## config.mk

```make
export PLATFORM = sky130hd
export DESIGN_NAME = wb_stage
export DESIGN_NICKNAME = d
export VERILOG_FILES = /design/src/rtl/wb_stage.sv
export SDC_FILE = /design/constraint.sdc
export NUM_CORES = 1
export LEC_CHECK = 0
export ABC_AREA = 1
export CAP_MARGIN = 15
export CORE_UTILIZATION = 42
export CTS_BUF_LIST = sky130_fd_sc_hd__clkbuf_4 sky130_fd_sc_hd__clkbuf_8 sky130_fd_sc_hd__clkbuf_16
export DETAILED_ROUTE_END_ITERATION = 10
export PLACE_DENSITY = 0.87
export SLEW_MARGIN = 15
export SYNTH_ARGS = -nofsm -noshare
export SYNTH_HDL_FRONTEND = slang
export SYNTH_SLANG_ARGS = --single-unit
```

## constraint.sdc

```tcl
create_clock -name clk -period 1.8 [get_ports clk]
set_clock_uncertainty 0.15 [all_clocks]
set_input_delay 0.36 -clock clk [delete_from_list [all_inputs] [get_ports clk]]
set_output_delay 0.36 -clock clk [all_outputs]
set_load 0.02 [all_outputs]
```

## src/rtl/wb_stage.sv

```systemverilog
`default_nettype none
// ============================================================================
// Module   : wb_stage
// Purpose  : Write-back pipeline stage. Registers the retiring instruction,
//            selects the write data (result or link address), suppresses
//            integer writes to r0 and, when WB_FWD_HIST_EN is defined, keeps
//            a short history of retired writes that two independent
//            forwarding query ports can search combinationally.
// Ports    : clk, rst_n (sync, active-low), stall, flush
//            in_valid/in_regwr/in_rw/in_busw/in_fpoint/in_link/in_jal : upstream
//            regwr/rw/busW/fpoint                                     : RF write
//            qa_rw/qa_fp, qb_rw/qb_fp                                 : queries
//            fwd_hit_a/b, fwd_data_a/b                                : answers
// Macro    : WB_FWD_HIST_EN enables the history buffer and query ports.
// Revision : 1.0 - initial release
// ============================================================================
module wb_stage #(
    parameter int DATA_W     = 32,
    parameter int REG_AW     = 5,
    parameter int FP_W       = 2,
    parameter int HIST_DEPTH = 2
) (
    input  logic              clk,
    input  logic              rst_n,
    input  logic              stall,
    input  logic              flush,
    input  logic              in_valid,
    input  logic              in_regwr,
    input  logic [REG_AW-1:0] in_rw,
    input  logic [DATA_W-1:0] in_busw,
    input  logic [FP_W-1:0]   in_fpoint,
    input  logic [DATA_W-1:0] in_link,
    input  logic              in_jal,
    output logic              regwr,
    output logic [REG_AW-1:0] rw,
    output logic [DATA_W-1:0] busW,
    output logic [FP_W-1:0]   fpoint,
    input  logic [REG_AW-1:0] qa_rw,
    input  logic [FP_W-1:0]   qa_fp,
    input  logic [REG_AW-1:0] qb_rw,
    input  logic [FP_W-1:0]   qb_fp,
    output logic              fwd_hit_a,
    output logic [DATA_W-1:0] fwd_data_a,
    output logic              fwd_hit_b,
    output logic [DATA_W-1:0] fwd_data_b
);

    logic              r_valid;
    logic              r_regwr;
    logic [REG_AW-1:0] r_rw;
    logic [DATA_W-1:0] r_busw;
    logic [FP_W-1:0]   r_fpoint;
    logic [DATA_W-1:0] r_link;
    logic              r_jal;

    // Stage register: reset beats flush beats stall beats load.
    // A flush only kills valid/regwr; the payload fields are don't-care.
    always_ff @(posedge clk) begin
        if (!rst_n) begin
            r_valid  <= 1'b0;
            r_regwr  <= 1'b0;
            r_rw     <= '0;
            r_busw   <= '0;
            r_fpoint <= '0;
            r_link   <= '0;
            r_jal    <= 1'b0;
        end else if (flush) begin
            r_valid  <= 1'b0;
            r_regwr  <= 1'b0;
        end else if (!stall) begin
            r_valid  <= in_valid;
            r_regwr  <= in_regwr;
            r_rw     <= in_rw;
            r_busw   <= in_busw;
            r_fpoint <= in_fpoint;
            r_link   <= in_link;
            r_jal    <= in_jal;
        end
    end

    // Integer r0 is hard-wired to zero, so a write to it is never issued.
    logic w_int_r0;
    assign w_int_r0 = (r_fpoint == '0) && (r_rw == '0);

    assign regwr  = r_valid & r_regwr & ~w_int_r0;
    assign rw     = r_rw;
    assign fpoint = r_fpoint;
    assign busW   = r_jal ? r_link : r_busw;

`ifdef WB_FWD_HIST_EN
    logic [HIST_DEPTH-1:0] r_hv;
    logic [REG_AW-1:0]     r_hrw   [HIST_DEPTH];
    logic [FP_W-1:0]       r_hfp   [HIST_DEPTH];
    logic [DATA_W-1:0]     r_hdata [HIST_DEPTH];

    // Shift register of retired writes; entry 0 is the youngest. A flushed
    // bubble enters with v=0 because regwr is already 0 for it.
    always_ff @(posedge clk) begin
        if (!rst_n) begin
            r_hv <= '0;
            for (int k = 0; k < HIST_DEPTH; k++) begin
                r_hrw[k]   <= '0;
                r_hfp[k]   <= '0;
                r_hdata[k] <= '0;
            end
        end else if (!stall) begin
            r_hv[0]    <= regwr;
            r_hrw[0]   <= rw;
            r_hfp[0]   <= fpoint;
            r_hdata[0] <= busW;
            for (int k = 1; k < HIST_DEPTH; k++) begin
                r_hv[k]    <= r_hv[k-1];
                r_hrw[k]   <= r_hrw[k-1];
                r_hfp[k]   <= r_hfp[k-1];
                r_hdata[k] <= r_hdata[k-1];
            end
        end
    end

    // Returns {hit, data}. Sources are scanned oldest first so that a younger
    // match overwrites an older one; the live stage output is checked last
    // and therefore has the highest priority.
    function automatic logic [DATA_W:0] lookup(input logic [REG_AW-1:0] q_rw,
                                               input logic [FP_W-1:0]   q_fp);
        logic [DATA_W:0] res;
        res = '0;
        if (!((q_fp == '0) && (q_rw == '0))) begin
            for (int k = HIST_DEPTH - 1; k >= 0; k--) begin
                if (r_hv[k] && (r_hrw[k] == q_rw) && (r_hfp[k] == q_fp))
                    res = {1'b1, r_hdata[k]};
            end
            if (regwr && (rw == q_rw) && (fpoint == q_fp))
                res = {1'b1, busW};
        end
        return res;
    endfunction

    assign {fwd_hit_a, fwd_data_a} = lookup(qa_rw, qa_fp);
    assign {fwd_hit_b, fwd_data_b} = lookup(qb_rw, qb_fp);
`else
    // No history: forwarding answers are constant and the queries are unused.
    logic w_unused_query;
    assign w_unused_query = ^{qa_rw, qa_fp, qb_rw, qb_fp};

    assign fwd_hit_a  = 1'b0;
    assign fwd_data_a = '0;
    assign fwd_hit_b  = 1'b0;
    assign fwd_data_b = '0;
`endif

endmodule
`default_nettype wire

```

==> impl_metrics.json <==
{
  "cts_num_sinks": 74,
  "dieHeight_microns": 95.19,
  "areaGrowthSynthToFinish_pct": 30.87,
  "ys_area_sq_um": 3647,
  "synth_cell_types": 14,
  "top_cells_by_area": "dfxtp_1 41%, buf_4 15%, o21ai_0 12%",
  "outcome": "completed",
  "p_comb_share_pct": 20.3,
  "holdCritPathClass": "reg -> reg",
  "setup-tns-final_ns": 0,
  "powerDensity_nw_per_um2": 859.2,
  "intPower_w": 0.002934,
  "edf_count": 0,
  "num_rows": 33,
  "grt-ovfl-total": 0,
  "root_buffer": "clkbuf_8",
  "num-nets-final": 704,
  "yosys_warnings": 0,
  "ant_nets": 0,
  "placed_cell_area_sq_um": 4643,
  "power_frac_clock_pct": 35.7,
  "endpoint_kind": "output port",
  "ys_ff": 74,
  "synthMuxAreaShare_pct": 0,
  "grt_pass1_vias": 2993,
  "max_freq_mhz": 566.7,
  "firstDrtPassIters": 4,
  "switching_share_pct": 28.47,
  "rsz0062_at_grt": "true",
  "yosys_cells": 510,
  "die_width_microns": 95.19,
  "yosys.area.top_type": "dfxtp_1",
  "synthFlopType": "dfxtp_1",
  "syn_area_per_cell_sq_um": 7.151,
  "clockBufferDepth": 2,
  "seq_area_frac_synth_pct": 40.62,
  "grt_max_degree": 74,
  "drt_iter0_markers": 183,
  "design.core.area_sq_um": 8299,
  "tool_warnings": 41,
  "numPortBuffers": 117,
  "antenna_cells": 0,
  "via_per_inst": 4.749,
  "final_hold_viol_count": 0,
  "fa_ha_area_share_pct": 0,
  "synthSimpleGateAreaFrac_pct": 22.23,
  "post-route-cell-area_sq_um": 4773,
  "most_common_cell": "o21ai_0",
  "insertion_delay_ns": 0.34,
  "critPathKind": "reg -> out",
  "cp_max_fo": 31,
  "vdd_drop_max_uv": 543.1,
  "synthAoiAreaFrac_pct": 14.55,
  "cts_made_buffers": 9,
  "logic_family": "buffers and inverters",
  "dp_hpwl_microns": 6023,
  "chip_area_sq_um": 9060,
  "top_area_share_pct": 40.62,
  "drc": 0,
  "top_cells_by_count": "91 x o21ai_0, 77 x nor2_1, 74 x dfxtp_1",
  "synthXorXnorAreaFrac_pct": 0,
  "p_switching_w": 0.001168,
  "worstSetupStartpointType": "flip-flop",
  "cp.required_ns": 1.29,
  "synth_area_sq_um": 3647,
  "post-cts-setup-buffers": 0,
  "final-max-slew-violation-count": 0,
  "grt_pass1_wl_microns": 13860,
  "top_level_ports": 198
}
==> critical path, stage by stage, from the launching register on <==
cell and delay [ns]:
dfxtp_4 0.40, buf_12 0.18, nand2_1 0.07, o21ai_1 0.10, buf_4 0.17
==> through the flow <==
step	utilization, %	hold WS, ns	std cells	total power [W]	setup WS (ns)
5_1_grt	57.52	0.3444	721	0.004305	-0.03922
6_report	57.52	0.3217	721	0.004101	0.03533
4_1_cts	56.66	0.3277	720	0.004099	0.001812
3_5_place_dp	55.95	0.3157	705	0.002694	-0.08993
3_3_place_gp	55.95	0.2892	705	0.002675	-0.06905
2_1_floorplan	-	0.2836	575	0.002411	0.1805
==> power groups by stage <==
| stage | registers (W) | clock network, W | logic, W |
|---|---|---|---|
| floorplan | 0.00183 | 0 | 0.000578 |
| global placement | 0.00183 | 0 | 0.000844 |
| detailed placement | 0.00184 | 0 | 0.000858 |
| CTS | 0.00180 | 0.00150 | 0.000799 |
| global route | 0.00181 | 0.00158 | 0.000916 |
| finish | 0.00180 | 0.00147 | 0.000833 |
==> final timing paths <==
kind,start,end,slack [ns],cells after the start
max,r_jal$_SDFFE_PN0P_,busW[5],0.04,4
min,r_regwr$_SDFFE_PP0N_,r_regwr$_SDFFE_PP0N_,0.32,2
max reg2reg,r_jal$_SDFFE_PN0P_,r_jal$_SDFFE_PN0P_,0.79,3
min reg2reg,r_regwr$_SDFFE_PP0N_,r_regwr$_SDFFE_PP0N_,0.32,2
==> layout make-up <==
cell class	count	area, sq um
clock buffer	11	151.4
clock inverter	4	75.07
fill	747	3526
inverter	35	131.4
multi-input combinational	362	1593
sequential	74	1488
tap	105	131.4
timing repair buffer	130	1204
==> registers in the layout (all words and copies together), names as in the netlist <==
register and cells:
r_link 32, fpoint 2, r_valid 1, rw 5
r_jal 1, r_busw 32, r_regwr 1
==> what timing repair did <==
item,4_1_cts,5_1_grt
cloned,0,1
setup endpoints to repair,40,29
gates resized,172,44
hold endpoints to repair,0,0
hold buffers,0,0
==> layer usage <==
metal / part of all wire (%) / GRT usage [%]
met5: 0 / 0
met4: 1.3 / 7.071
met3: 7.4 / 4.545
met2: 49 / 32.80
met1: 43 / 24.66
==> layout by cell type, fill, tap and decap left out, drive strengths merged, types with 7 or more instances in the layout <==
cell type and n:
nand2 40, o21ai 104, nor2 78, inv 35
dfxtp 74, dlygate4sd2 7, buf 48, conb 66
clkdlybuf4s50 74, clkbuf 12, nor3 72
==> cell families (layout without fill, tap and decap cells) <==
kind of cell | after synthesis | count (layout)
flip-flops | 74 | 74
other | 1 | 66
buffers and inverters | 139 | 180
AND-OR/OR-AND | 106 | 106
AND/OR/NAND/NOR | 190 | 190
detail.png
Window x 59 to 84, y 11 to 36 microns. Cells in gray, sequential cells in the stronger gray; small squares are vias.
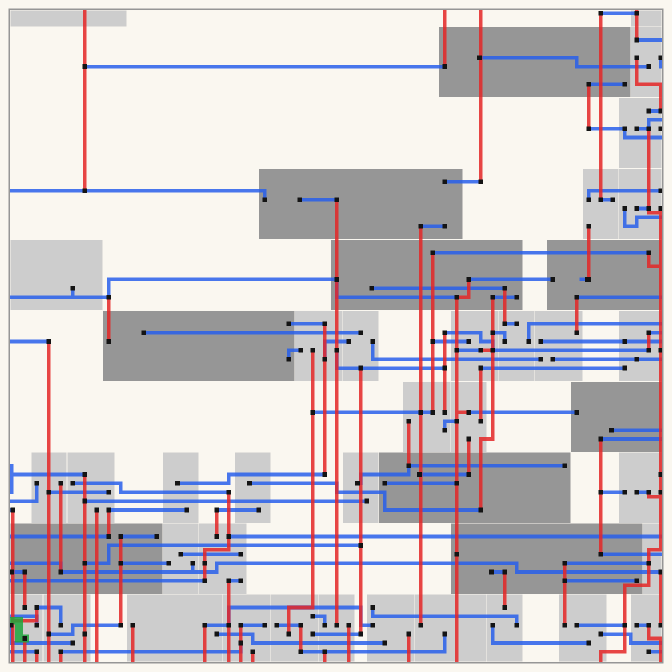
color	layer
red	metal 2
green	metal 3
blue	metal 1
sequential cells in the window	8
cells with their middle in the window	41
netlist names of flops here include	r_busw (4), r_link (3)
most frequent	o21ai_0 (8), nor2_1 (8), dfxtp_1 (7)

wires.png
Only two layers are drawn.
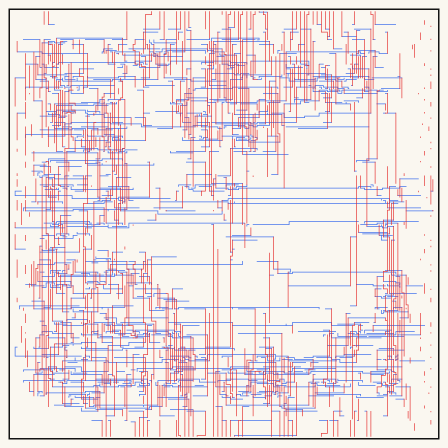
color	layer	wire length
red	metal 2	4,450 microns
blue	metal 1	3,900 microns
final wirelength: 9139 microns
vias post-DR: 3,424
WL/cell: 12.68 microns
total track usage: 19.66%

Power and IR drop assume default switching activity.
